===== config.mk =====
export PLATFORM = sky130hd
export DESIGN_NAME = line_scheduler
export DESIGN_NICKNAME = d
export VERILOG_FILES = /design/src/rtl/line_scheduler.sv
export SDC_FILE = /design/constraint.sdc
export NUM_CORES = 1
export LEC_CHECK = 0
export ABC_AREA = 1
export CORE_ASPECT_RATIO = 0.75
export CORE_MARGIN = 1
export CORE_UTILIZATION = 40
export DETAILED_ROUTE_END_ITERATION = 8
export PLACE_DENSITY = 0.91
export SYNTH_ARGS = -nofsm -noshare
export SYNTH_HDL_FRONTEND = slang
export SYNTH_SLANG_ARGS = --single-unit

===== constraint.sdc =====
create_clock -name clk -period 4.3 [get_ports clk]
set_input_delay 1.075 -clock clk [delete_from_list [all_inputs] [get_ports clk]]
set_output_delay 1.075 -clock clk [all_outputs]
set_load 0.005 [all_outputs]

===== src/rtl/line_scheduler.sv =====
// line_scheduler: round-robin arbiter feeding two line requesters to one drawer.
// Optional power-on frame clear sweep is enabled by defining LINE_SCHED_CLEAR_EN.
module line_scheduler #(
  parameter int WIDTH = 11,
  parameter int XMAX  = 640,
  parameter int YMAX  = 480
) (
  input  logic               clk,
  input  logic               reset,
  input  logic [1:0]         req_valid,
  input  logic [2*WIDTH-1:0] req_x0,
  input  logic [2*WIDTH-1:0] req_y0,
  input  logic [2*WIDTH-1:0] req_x1,
  input  logic [2*WIDTH-1:0] req_y1,
  input  logic [1:0]         req_color,
  output logic [1:0]         req_ready,
  output logic               drw_start,
  output logic [WIDTH-1:0]   drw_x0,
  output logic [WIDTH-1:0]   drw_y0,
  output logic [WIDTH-1:0]   drw_x1,
  output logic [WIDTH-1:0]   drw_y1,
  input  logic [WIDTH-1:0]   drw_x,
  input  logic [WIDTH-1:0]   drw_y,
  input  logic               drw_pix_valid,
  input  logic               drw_done,
  output logic [WIDTH-1:0]   fb_x,
  output logic [WIDTH-1:0]   fb_y,
  output logic               fb_color,
  output logic               fb_write,
  output logic               busy,
  output logic               last_grant
);

  typedef enum logic [1:0] {
    CLEAR,
    IDLE,
    ISSUE,
    DRAW
  } state_t;

  localparam logic [WIDTH-1:0] XL = WIDTH'(XMAX - 1);
  localparam logic [WIDTH-1:0] YL = WIDTH'(YMAX - 1);

`ifdef LINE_SCHED_CLEAR_EN
  localparam state_t RST_STATE = CLEAR;
`else
  localparam state_t RST_STATE = IDLE;
`endif

  state_t           r_state;
  state_t           w_next;
  logic [WIDTH-1:0] r_x0;
  logic [WIDTH-1:0] r_y0;
  logic [WIDTH-1:0] r_x1;
  logic [WIDTH-1:0] r_y1;
  logic             r_color;
  logic             r_last;
  logic [1:0]       w_grant;
  logic             w_idx;
  logic             w_accept;
  logic [WIDTH-1:0] w_cx;
  logic [WIDTH-1:0] w_cy;
  logic             w_clr_last;

`ifdef LINE_SCHED_CLEAR_EN
  logic [WIDTH-1:0] r_cx;
  logic [WIDTH-1:0] r_cy;

  // raster counters walk the frame while in CLEAR
  always_ff @(posedge clk or negedge reset) begin
    if (!reset) begin
      r_cx <= '0;
      r_cy <= '0;
    end else if (r_state == CLEAR) begin
      if (w_clr_last) begin
        r_cx <= '0;
        r_cy <= '0;
      end else if (r_cx == XL) begin
        r_cx <= '0;
        r_cy <= r_cy + 1'b1;
      end else begin
        r_cx <= r_cx + 1'b1;
      end
    end
  end

  assign w_cx       = r_cx;
  assign w_cy       = r_cy;
  assign w_clr_last = (r_cx == XL) && (r_cy == YL);
`else
  assign w_cx       = '0;
  assign w_cy       = '0;
  assign w_clr_last = (w_cx <= XL) && (w_cy <= YL);
`endif

  // round-robin pick: on a tie the requester that did not win last time
  always_comb begin
    w_grant = req_valid;
    if (req_valid == 2'b11) begin
      w_grant = r_last ? 2'b01 : 2'b10;
    end
  end

  assign w_idx    = w_grant[1];
  assign w_accept = (r_state == IDLE) && (|req_valid);

  // state register
  always_ff @(posedge clk or negedge reset) begin
    if (!reset) begin
      r_state <= RST_STATE;
    end else begin
      r_state <= w_next;
    end
  end

  // next-state logic
  always_comb begin
    w_next = r_state;
    unique case (r_state)
      CLEAR:   if (w_clr_last) w_next = IDLE;
      IDLE:    if (|req_valid) w_next = ISSUE;
      ISSUE:   w_next = DRAW;
      DRAW:    if (drw_done) w_next = IDLE;
      default: w_next = IDLE;
    endcase
  end

  // capture the winning request's line and remember who won
  always_ff @(posedge clk or negedge reset) begin
    if (!reset) begin
      r_x0    <= '0;
      r_y0    <= '0;
      r_x1    <= '0;
      r_y1    <= '0;
      r_color <= 1'b0;
      r_last  <= 1'b1;
    end else if (w_accept) begin
      r_x0    <= w_idx ? req_x0[2*WIDTH-1:WIDTH] : req_x0[WIDTH-1:0];
      r_y0    <= w_idx ? req_y0[2*WIDTH-1:WIDTH] : req_y0[WIDTH-1:0];
      r_x1    <= w_idx ? req_x1[2*WIDTH-1:WIDTH] : req_x1[WIDTH-1:0];
      r_y1    <= w_idx ? req_y1[2*WIDTH-1:WIDTH] : req_y1[WIDTH-1:0];
      r_color <= w_idx ? req_color[1] : req_color[0];
      r_last  <= w_idx;
    end
  end

  // outputs; all forced quiet while reset is held low
  always_comb begin
    req_ready = 2'b00;
    drw_start = 1'b0;
    fb_write  = 1'b0;
    fb_x      = '0;
    fb_y      = '0;
    fb_color  = 1'b0;
    busy      = 1'b0;
    if (reset) begin
      busy = (r_state != IDLE);
      unique case (r_state)
        CLEAR: begin
          fb_write = 1'b1;
          fb_x     = w_cx;
          fb_y     = w_cy;
        end
        IDLE:  req_ready = w_grant;
        ISSUE: drw_start = 1'b1;
        DRAW: begin
          fb_write = drw_pix_valid;
          fb_x     = drw_x;
          fb_y     = drw_y;
          fb_color = r_color;
        end
        default: ;
      endcase
    end
  end

  assign drw_x0     = r_x0;
  assign drw_y0     = r_y0;
  assign drw_x1     = r_x1;
  assign drw_y1     = r_y1;
  assign last_grant = r_last;

endmodule


Run 1, PDN straps and rails:
Scale: 4 px per um. Pins as bars on the die edge. Tap cells in gray.
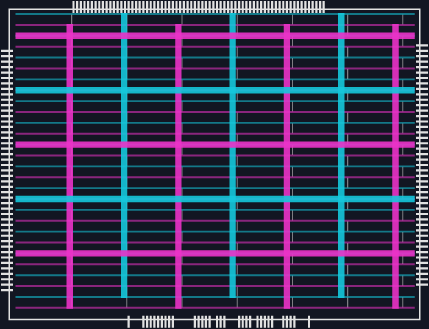
| color | net |
|---|---|
| magenta | VSS |
| cyan | VDD |
met1 rails: 28
tap cells: 101
area of the placeable core: 7330 um^2
Die Ht: 77.2 um
width of the die: 102 um
largest voltage drop on the vdd net: 0.000242 V

Run 1, sequential cells colored by netlist name:
Scale: 4 px per um.
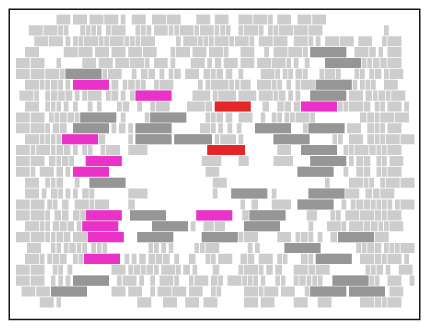
| color | netlist name | placed flops |
|---|---|---|
| magenta | `drw_y0` | 11 |
| red | `r_state` | 2 |
register share of the cell area: 24.0%
area of all sequential standard cells: 1200 um^2
sequential power: 0.832 mW
core utilization of the finished layout: 68.4%

Run 1, wiring by layer:
Scale: 4 px per um.
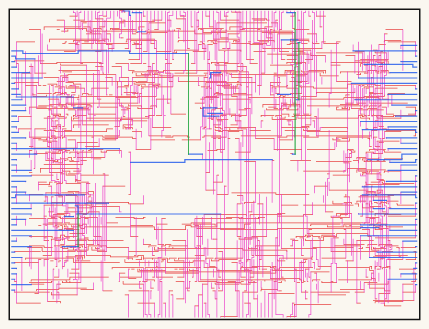
| color | layer | wire length |
|---|---|---|
| magenta | M2 | 4440 um |
| green | M4 | 83.0 um |
| blue | M3 | 715 um |
| red | M1 | 3750 um |
average wire length per cell after detail routing: 12.0 um
DR vias: 3406
DRT Wirelength: 8990 um
combined global-route utilization of all metal layers: 22.7%

==> impl_metrics.toml, run 1 <==
# physical design summary
[setup_path]
reg2regPathDepth = 7
timing.critical_path.arrival_ps = 2450
worst-setup-path-type = "primary input to output pin"
path_buffers = 2
critical_path_source = "reset"
timing.critical_path.to = "fb_y[4]"
launching_point_of_the_worst_reg2reg_path = "last_grant"
endpoint_kind_of_the_worst_setup_timing_path = "output pin"

[sta]
clock.fmax_mhz = 284
clock-skew-final_ps = 7.06
timing.hold.ws_ps = 479
timing.final.crit_period_ps = 3520
setup_failing_eps_final = 0

[logic_synthesis]
xor_share_pct = 0
compound_area_share_pct = 0.498
enable_flop_cells = 0
synth_flops = 48
mappedNetlistArea_um2 = 3010
dominantRegCellSynth = "dfrtp_1"
portion_of_the_post_synthesis_area_used_by_sequential_elements_pct = 39.9
synth_dominant_cell_count = "nand2_1"
synth.top_cells.by_area = "dfrtp_1 (38%), nand2_1 (18%), nand3_1 (15%)"

[detailed_routing]
detailedRoute.firstPassIterationCount = 5
antenna_violating_nets_post_route = 0

[power_and_ir_drop]
power.clock.fraction_pct = 10.1
power.total_mw = 2.44
clock_power_mw = 0.246
p_comb_share_pct = 55.8

[placement]
placed_cells = 742
dp.final_hpwl_um = 6900

[clock_tree]
cts.path.max_buffers = 2
cts_num_sinks = 48
cts_inserted_buffers = 5

[grt]
grt_pass1_wl_um = 14200
globalRouteMet3Util_pct = 6.02
grt_util_met1_pct = 26.3

[finish]
n_all_buffers = 196
final-clk-cell-share_pct = 1.62
clkbuf_count = 7
count_of_flip_flops_and_latches = 48

[run_status]
status = "complete, no violations"

[worst_hold_path]
min-delay-path-class = "flip-flop to flip-flop"
--- run 2 (diff from run 1) ---
Settings changed: CORE_UTILIZATION 40 to 37, PLACE_DENSITY 0.91 to 0.85.
Clock period 4.3 ns to 3.5 ns, I/O delays scaled along.
==> run 2 against run 1 <==
Compared with the run above: clock power increased by 26%; hold slack improved by 1.4 ps; worst setup slack got worse by 430 ps; critical path type is now flip-flop to output pin; clock-buffer cell count unchanged; utilization decreased by 4.6 points; via count decreased by 0.97%; global-route usage decreased by 1.6 points; routed wire length increased by 0.53%; first-iteration DRC count decreased by 15%; highest routed layer unchanged; largest power group unchanged; cell area increased by 0.35%; sequential power increased by about 20%.
==> impl_metrics.toml, run 2 <==
# physical design summary
[run_status]
status = "complete, no violations"

[finish]
final-clk-cell-share_pct = 1.62
ff_latch_area_um2 = 1200
n_all_buffers = 196
clkbuf_count = 7

[clock_tree]
cts.path.max_buffers = 2
clock_tree_from_tritoncts = "done"
cts_inserted_buffers = 5

[grt]
grt_util_met1_pct = 26.0
globalRouteMet3Util_pct = 4.55
grt_pass1_wl_um = 14300
globalRouteTotalUtil_pct = 21.1

[logic_synthesis]
dominantRegCellSynth = "dfrtp_1"
mappedNetlistArea_um2 = 3010
portion_of_the_post_synthesis_area_used_by_sequential_elements_pct = 39.9
enable_flop_cells = 0
synth.top_cells.by_area = "dfrtp_1 (38%), nand2_1 (18%), nand3_1 (15%)"
compound_area_share_pct = 0.498
synth_dominant_cell_count = "nand2_1"
synth_flops = 48
xor_share_pct = 0

[detailed_routing]
detailedRoute.firstPassIterationCount = 5
postRouteWirelength_um = 9030
avgRoutedWirePerCell_um = 12.0
antenna_violating_nets_post_route = 0

[power_and_ir_drop]
p_comb_share_pct = 55.2
power.total_mw = 2.99
vdd.ir_drop.worst_v = 0.000258

[floorplan]
floorplan.die.width_um = 106

[sta]
clock-skew-final_ps = 6.43
timing.hold.ws_ps = 481
timing.final.crit_period_ps = 3150
setup_failing_eps_final = 0

[worst_hold_path]
min-delay-path-class = "flip-flop to flip-flop"

[setup_path]
endpoint_kind_of_the_worst_setup_timing_path = "output pin"
path_buffers = 1
reg2regPathDepth = 6
timing.critical_path.to = "fb_x[1]"

[placement]
placed_cells = 746
dp.final_hpwl_um = 6870
Run 2, sequential cells colored by netlist name:
Scale: 4 px per um.
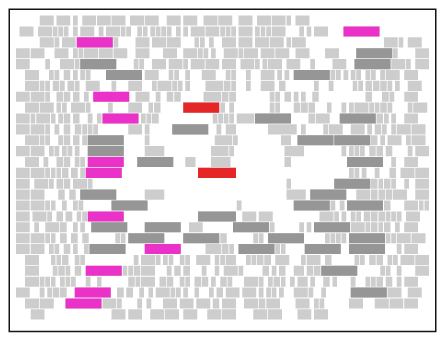
| color | netlist name | placed flops |
|---|---|---|
| magenta | `drw_y0` | 11 |
| red | `r_state` | 2 |
not colored: 35
register share of the cell area: 23.9%
sequential power: 1.03 mW
core utilization of the finished layout: 63.8%

Run 2, clock nets:
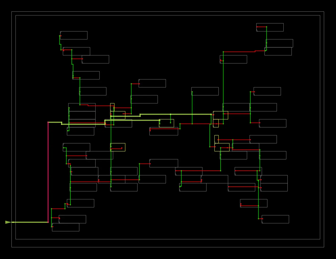
TritonCTS sink count: 48
count of flip-flops and latches: 48

Run 2, local utilization:
Scale: 4 px per um. 11 x 8 tiles, from white (low) to dark blue (high), 0 to 100% covered.
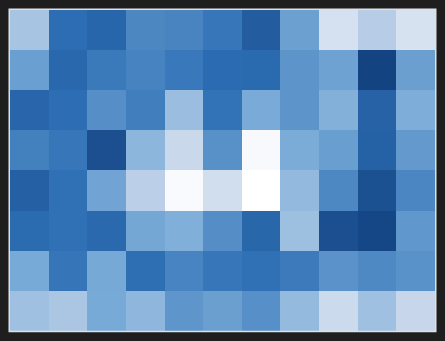
nearly empty tiles: 1.1%
fullest tile: 93%
tiles over 75% full: 22%
area of the placeable core: 7880 um^2
FP Util: 38.2%

--- run 3 (diff from run 2) ---
Settings changed: CELL_PAD_IN_SITES_DETAIL_PLACEMENT set to 1, CELL_PAD_IN_SITES_GLOBAL_PLACEMENT set to 2, CORE_UTILIZATION 37 to 17, PLACE_DENSITY 0.85 to 0.83, RECOVER_POWER set to 100.
==> run 3 against run 2 <==
Compared with the run above: combinational power about the same; global-route usage is 8.1 points lower; routed wire length grew 30%; largest cell class unchanged.
==> impl_metrics.toml, run 3 <==
# physical design summary
[finish]
n_all_buffers = 198
final-clk-cell-share_pct = 3.43
count_of_flip_flops_and_latches = 48
leading_cell_types_in_the_layout_fill_and_taps_excluded = "nand2_1 (144), inv_1 (120), clkdlybuf4s50_1 (117)"
total_inserted_antenna_cells = 0
ff_latch_area_um2 = 1200
final-instance-count-excl-fill = 887
seqAreaFraction_pct = 22.6
clkbuf_count = 7
logic_gate_count = 276
comb_area_share_pct = 22.9

[placement]
io_buffers = 190
dp.final_hpwl_um = 8720
place.gp.congestion = 0.770
placed_cells = 879
dp_worst_setup_slack_ps = 312

[logic_synthesis]
synth_warnings = 0
mean_syn_cell_area_um2 = 6.41
dominantRegCellSynth = "dfrtp_1"
portion_of_the_post_synthesis_area_used_by_sequential_elements_pct = 39.9
adder_share_pct = 2.08
mappedNetlistArea_um2 = 3010
enable_flop_cells = 0
synth.yosys.chip_area_um2 = 3010
compound_area_share_pct = 0.498
synth-simple-area-share_pct = 37.5
synth_flops = 48
xor_share_pct = 0
synth.top_cells.by_area = "dfrtp_1 (38%), nand2_1 (18%), nand3_1 (15%)"
synth_dominant_cell_count = "nand2_1"

[detailed_routing]
antenna_violating_nets_post_route = 0
detailedRoute.firstPassIterationCount = 4
avgRoutedWirePerCell_um = 13.2

[sta]
timing.hold.ws_ps = 414
setup_failing_eps_final = 0
timing.final.crit_period_ps = 3280
clock.fmax_mhz = 305

[clock_tree]
cts_num_sinks = 48
cts.path.max_buffers = 2
clock_tree_from_tritoncts = "done"
clk_pin_slew_worst_paths_ps = 60
hold_buffers = 0

[power_and_ir_drop]
p_comb_share_pct = 50.9
p_seq_share_pct = 31.2
vdd.ir_drop.worst_v = 0.000217
power.largest_group = "combinational cells"
power.sequential.total_mw = 1.01
power.total_mw = 3.25
power.clock.fraction_pct = 17.9

[run_status]
status = "complete, no violations"

[setup_path]
cp-start-kind = "primary input"
worstSetupPathDepth = 5
critical_path.slowest_cell = "dlygate4sd3_1"
timing.critical_path.to = "req_ready[1]"
launching_point_of_the_worst_reg2reg_path = "last_grant"
crit_path_cell_trace = "dlygate4sd3_1 -> nand2_2 -> nand3_1 -> nor2_1 -> dlygate4sd3_1"
critPathTopFamily = "buffers and inverters"
worst-setup-path-type = "primary input to output pin"
path_buffers = 2
reg2regPathDepth = 7
worst_ep_required_time_ps = 2620
endpoint_kind_of_the_worst_setup_timing_path = "output pin"

[grt]
grt_util_met1_pct = 16.0
grt_pass1_wl_um = 18800
globalRouteMet3Util_pct = 3.99
globalRoute.totalOverflow = 0

[floorplan]
floorplan.die_area_um2 = 18300
well_tap_count = 236
rows = 41
floorplan.die.width_um = 156

[flow_run]
warning_count = 30

[worst_hold_path]
min-delay-path-class = "primary input to asynchronous set/reset pin"
Run 3, local utilization:
Scale: 2 px per um. 16 x 12 tiles, from white (low) to dark blue (high), 0 to 100% covered.
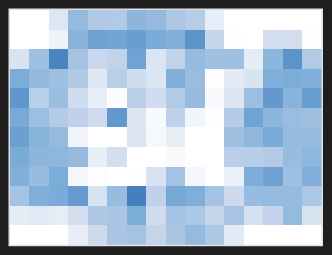
mean over tiles: 28%
emptiest ninth of the die: middle
nearly empty tiles: 17%
fullest tile: 67%
core utilization of the finished layout: 31.1%
area of the placeable core: 17100 um^2
FP Util: 17.6%

Run 3, wiring by layer:
Scale: 3 px per um.
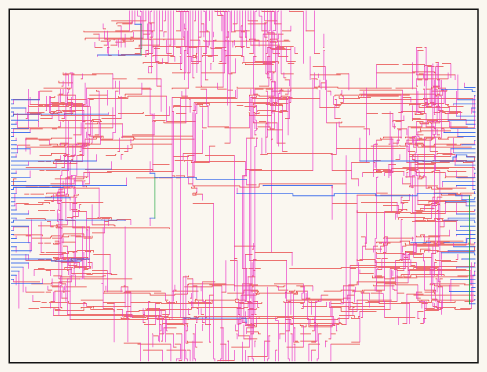
| color | layer | wire length |
|---|---|---|
| magenta | M2 | 5470 um |
| green | M4 | 59.8 um |
| blue | M3 | 869 um |
| red | M1 | 5360 um |
DR vias: 3444
combined global-route utilization of all metal layers: 13.1%
DRT Wirelength: 11800 um

Run 3, clock nets:
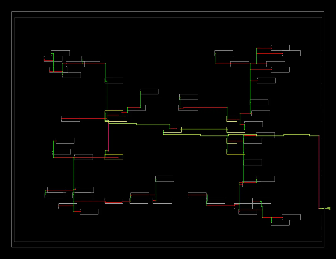
number of buffers added by the clock tree synthesis step: 5
Layout Skew: 5.84 ps

Power figures rest on the tool's default switching activity, not on a simulated workload.
